===== config.mk =====
export PLATFORM = sky130hd
export DESIGN_NAME = dram_cmd_scheduler
export DESIGN_NICKNAME = d
export VERILOG_FILES = /design/src/rtl/dram_cmd_scheduler.sv
export SDC_FILE = /design/constraint.sdc
export NUM_CORES = 1
export LEC_CHECK = 0
export CAP_MARGIN = 20
export CORE_MARGIN = 2
export CORE_UTILIZATION = 57
export DETAILED_ROUTE_END_ITERATION = 8
export DONT_BUFFER_PORTS = 1
export PLACE_DENSITY = 0.75
export SLEW_MARGIN = 20
export SYNTH_ARGS = -nofsm -noshare
export SYNTH_HDL_FRONTEND = slang
export SYNTH_SLANG_ARGS = --single-unit

===== constraint.sdc =====
create_clock -name clk -period 4.2 [get_ports clk]
set_input_delay 1.26 -clock clk [delete_from_list [all_inputs] [get_ports clk]]
set_output_delay 1.26 -clock clk [all_outputs]
set_load 0.01 [all_outputs]

===== src/rtl/dram_cmd_scheduler.sv =====
// dram_cmd_scheduler: in-order, one-at-a-time DRAM command sequencer.
// Decodes each accepted request into bank/row/col, consults a per-bank
// open-row table and walks PRE -> ACT -> RD/WR as needed, then returns a
// completion pulse T_CL cycles after the column command. Open-page policy.
module dram_cmd_scheduler #(
  parameter int T_RP  = 4,
  parameter int T_RCD = 4,
  parameter int T_CL  = 6
) (
  input  logic        clk,
  input  logic        rst,
  input  logic        req_valid,
  output logic        req_ready,
  input  logic [1:0]  req_op,
  input  logic [31:0] req_addr,
  output logic        cmd_valid,
  output logic [2:0]  cmd,
  output logic [1:0]  cmd_bank,
  output logic [15:0] cmd_row,
  output logic [9:0]  cmd_col,
  output logic        resp_valid,
  output logic [1:0]  resp_op,
  output logic [31:0] resp_addr
);

  localparam logic [2:0] S_IDLE     = 3'd0;
  localparam logic [2:0] S_PRE      = 3'd1;
  localparam logic [2:0] S_WAIT_RP  = 3'd2;
  localparam logic [2:0] S_ACT      = 3'd3;
  localparam logic [2:0] S_WAIT_RCD = 3'd4;
  localparam logic [2:0] S_RW       = 3'd5;
  localparam logic [2:0] S_WAIT_CL  = 3'd6;

  localparam logic [2:0] CMD_NOP = 3'd0;
  localparam logic [2:0] CMD_ACT = 3'd1;
  localparam logic [2:0] CMD_RD  = 3'd2;
  localparam logic [2:0] CMD_WR  = 3'd3;
  localparam logic [2:0] CMD_PRE = 3'd4;

  // The command state itself takes one cycle, so the wait states run one
  // cycle short of the spacing; the CL wait ends on the response cycle.
  localparam logic [3:0] RP_LOAD  = 4'(T_RP - 2);
  localparam logic [3:0] RCD_LOAD = 4'(T_RCD - 2);
  localparam logic [3:0] CL_LOAD  = 4'(T_CL - 1);

  logic [2:0]  state;
  logic [3:0]  cnt;
  logic [1:0]  op_q;
  logic [31:0] addr_q;
  logic [3:0]  bank_open;
  logic [15:0] open_row [4];

  logic [1:0]  in_bank;
  logic [15:0] in_row;
  logic        in_open;
  logic        in_hit;
  logic [1:0]  q_bank;
  logic [15:0] q_row;
  logic [9:0]  q_col;

  assign in_bank = req_addr[13:12];
  assign in_row  = req_addr[29:14];
  assign in_open = bank_open[in_bank];
  assign in_hit  = in_open && (open_row[in_bank] == in_row);

  assign q_bank = addr_q[13:12];
  assign q_row  = addr_q[29:14];
  assign q_col  = addr_q[11:2];

  // Sequencer state, spacing counter, latched request and open-row table
  always_ff @(posedge clk or posedge rst) begin
    if (rst) begin
      state     <= S_IDLE;
      cnt       <= '0;
      op_q      <= '0;
      addr_q    <= '0;
      bank_open <= '0;
      for (int i = 0; i < 4; i++) open_row[i] <= '0;
    end else begin
      case (state)
        S_IDLE: begin
          if (req_valid) begin
            op_q   <= req_op;
            addr_q <= req_addr;
            if (in_hit)       state <= S_RW;
            else if (in_open) state <= S_PRE;
            else              state <= S_ACT;
          end
        end
        S_PRE: begin
          bank_open[q_bank] <= 1'b0;
          cnt               <= RP_LOAD;
          state             <= S_WAIT_RP;
        end
        S_WAIT_RP: begin
          if (cnt == 4'd0) state <= S_ACT;
          else             cnt   <= cnt - 4'd1;
        end
        S_ACT: begin
          bank_open[q_bank] <= 1'b1;
          open_row[q_bank]  <= q_row;
          cnt               <= RCD_LOAD;
          state             <= S_WAIT_RCD;
        end
        S_WAIT_RCD: begin
          if (cnt == 4'd0) state <= S_RW;
          else             cnt   <= cnt - 4'd1;
        end
        S_RW: begin
          cnt   <= CL_LOAD;
          state <= S_WAIT_CL;
        end
        S_WAIT_CL: begin
          if (cnt == 4'd0) state <= S_IDLE;
          else             cnt   <= cnt - 4'd1;
        end
        default: state <= S_IDLE;
      endcase
    end
  end

  // Command, response and handshake outputs decoded from the current state
  always_comb begin
    cmd_valid  = 1'b0;
    cmd        = CMD_NOP;
    cmd_bank   = '0;
    cmd_row    = '0;
    cmd_col    = '0;
    resp_valid = 1'b0;
    resp_op    = '0;
    resp_addr  = '0;
    req_ready  = (state == S_IDLE) && !rst;
    case (state)
      S_PRE: begin
        cmd_valid = 1'b1;
        cmd       = CMD_PRE;
        cmd_bank  = q_bank;
      end
      S_ACT: begin
        cmd_valid = 1'b1;
        cmd       = CMD_ACT;
        cmd_bank  = q_bank;
        cmd_row   = q_row;
      end
      S_RW: begin
        cmd_valid = 1'b1;
        cmd       = (op_q == 2'd1) ? CMD_WR : CMD_RD;
        cmd_bank  = q_bank;
        cmd_row   = q_row;
        cmd_col   = q_col;
      end
      S_WAIT_CL: begin
        if (cnt == 4'd0) begin
          resp_valid = 1'b1;
          resp_op    = op_q;
          resp_addr  = addr_q;
        end
      end
      default: ;
    endcase
  end

endmodule


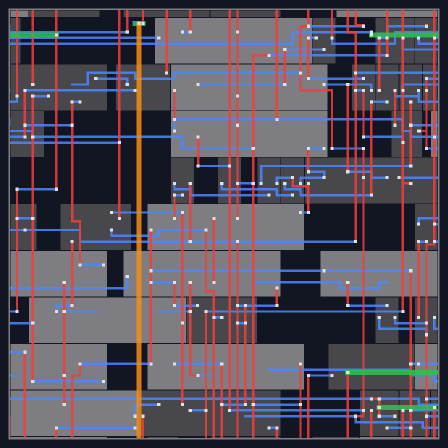
Figure 1: a small window of the routed layout.
Window x 38 to 63, y 38 to 63 um. Cells in gray, sequential cells in the stronger gray; small squares are vias.
metal 3: drawn in green. metal 4: drawn in orange. metal 2: drawn in red. metal 1: drawn in blue.
Most frequent: nand2_1 (11), dfrtp_1 (11). Netlist names of flops here include open_row (7). 34 logic cells have their middle in the window. Sequential cells in the window: 11.

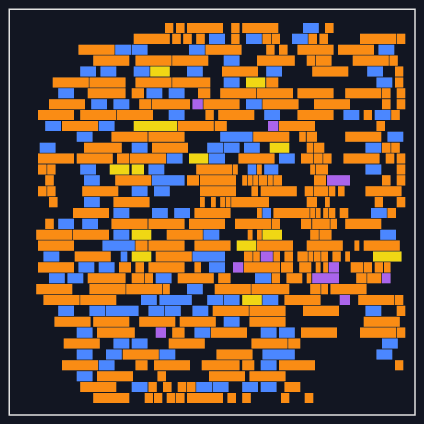
Figure 2: cells by drive strength.
(4 px per um)
_3 and _4 cells: drawn in purple, cells 10, share 2.5%. _2 cells: drawn in blue, cells 106, share 27%. _0 and _1 cells: drawn in orange, cells 270, share 68%. _6 and larger: drawn in yellow, cells 13, share 3.3%.

==> Flow_metrics.wiki <==
== Implementation results ==
{| class="wikitable"
! Metric !! Value
|-
| First-pass GRT wire length || 17.0 mm
|-
| Met2 Wirelength || 5.41 mm
|-
| Number of violations reported at the end of detailed-routing iteration 0 || 139
|-
| Number of warning messages in the logs || 26
|-
| Setup fix buffers added after clock tree synthesis || 0
|-
| Number of vias per cell after detailed routing || 6.23
|-
| Clock group power || ~650 uW
|-
| Wire length on met1 || 4.94 mm
|-
| Instance count of the mapped netlist || 402
|-
| Async set-reset flop share out of synthesis || 100%
|-
| Buffers plus inverters on the worst setup path || 2
|-
| Flop count || 109
|-
| Chip area || 0.0102 mm2
|-
| CTS-repair resized insts || 0
|-
| Fin nets || 433
|-
| Row count || 35
|-
| Combined area of all synthesized cells || 0.00537 mm2
|-
| Worst slew margin relative to its limit || a little over two fifths
|-
| Commonest cells in the synthesized netlist || sky130_fd_sc_hd__dfrtp_1 (109), sky130_fd_sc_hd__mux2_2 (95), sky130_fd_sc_hd__and2_1 (47), sky130_fd_sc_hd__and3_1 (19), sky130_fd_sc_hd__xor2_1 (16)
|-
| Sw Ratio || about 34%
|-
| DRC errors left || 0
|-
| Seq/total area || 48.4%
|-
| Fraction of the cycle the final worst path needs || 92.4%
|-
| Area of all placed cells without fillers || 0.00563 mm2
|-
| Post-DRT Antenna Nets || 0
|-
| Cell depth of the worst min-delay path || 2
|-
| Top Layout Cells || sky130_fd_sc_hd__dfrtp_1 (109), sky130_fd_sc_hd__mux2_2 (95), sky130_fd_sc_hd__and2_1 (47)
|-
| Worst EP arrival || 2.62 ns
|-
| Max-capacitance violation count || 0
|-
| Maximum number of pins on one net before global-route repair || approximately 69
|-
| Post-Place Setup Slack || roughly 0.74 ns
|-
| Number of iterations in the first detailed-routing pass || 4
|-
| Power in sequential cells || 1.96 mW
|-
| Total vias in the final route || 3,176
|-
| Leak || 2.59 nW
|-
| Number of flip-flops under the largest register name || 64
|-
| Highest-count logic cell in the final layout || sky130_fd_sc_hd__dfrtp_1
|-
| Placed wire-length estimate || roughly 7.3 mm
|-
| Top layer used by detailed routing || met4
|-
| Fraction of the core area occupied by cells at floorplan || 58.4%
|-
| Sink Count || 109
|-
| Number of cells on the worst reg-to-reg path || 4
|-
| Clock buffer count in the final layout || 10
|-
| Y dimension of the die || 101 um
|-
| Clock edge transition at the registers on the reported setup and hold paths || 0.10 ns
|-
| Yosys Chip Area || roughly 0.0054 mm2
|-
| Sequential-to-total area share from yosys stat || around half
|-
| Worst R2R End || open_row[42]$_DFFE_PP0P_
|-
| Synthesized-area fraction occupied by and/or/nand/nor cells || 12.7%
|-
| Post-CTS Hold Fix Bufs || 0
|-
| Number of standard cells in the final layout excluding fillers || around 510
|-
| Final setup violating endpoints || 0
|-
| Maximum fanout along the worst path || 23
|-
| Clk Tree Root Cell || sky130_fd_sc_hd__clkbuf_8
|-
| Fill cell count || between 700 and 800
|-
| Number of enable-type register cells in the synthesized netlist || 0
|-
| Status || finished, final reports clean
|-
| Area fraction in compound gates after synthesis || 2.28%
|-
| Routability congestion estimate from global placement || around 0.81
|-
| Unrepaired setup endpoints after global routing || false
|-
| IO Count || 105
|-
| Worst Path Required || 2.94 ns
|-
| Post-Syn Area per Cell || 13.4 um2
|-
| Area share of the largest cell type after synthesis || 50.8%
|-
| Cell with the largest stage delay on the worst path || sky130_fd_sc_hd__nor3_4
|-
| Largest register by flop count || open_row
|-
| Multiplexer share of the synthesized area || between 20% and 30%
|-
| Crit path max-delay family || simple AND/OR/NAND/NOR gates
|-
| Number of CTS-inserted buffers || 9
|-
| Pwr dens || roughly 690 mW/mm2
|-
| Tightest Pin Transition || 0.872 ns
|-
| Relative area change from synthesis to final layout || 4.92%
|-
| CP cell instances || inv_1, ha_1, or3b_1, nor3_4, buf_4, and2_1
|}
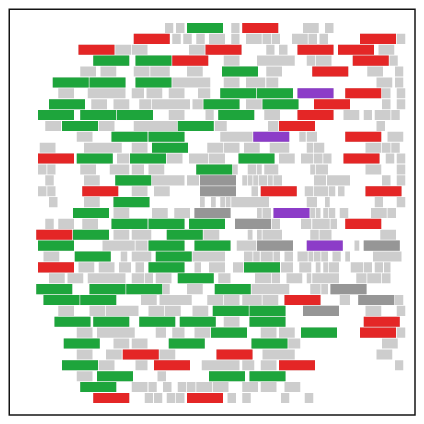
Figure 3: register map, names as in the netlist.
(4 px per um) Other sequential cells in the stronger gray, the rest of the logic in the fainter gray.
addr_q: drawn in red, placed flops 32, where all over the die. cnt: drawn in purple, placed flops 4. open_row: drawn in green, placed flops 64.

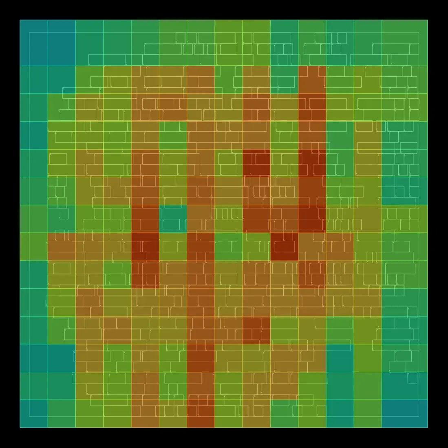
Figure 4: congestion heat map.
most used routing layer in global routing: met2
final core utilization: 61.3%
met1 usage: 30.8%
met2 Usage GRT: 36.5%
total track usage: 22.4%

No activity file was given, so power comes from the tool's default toggle rates.
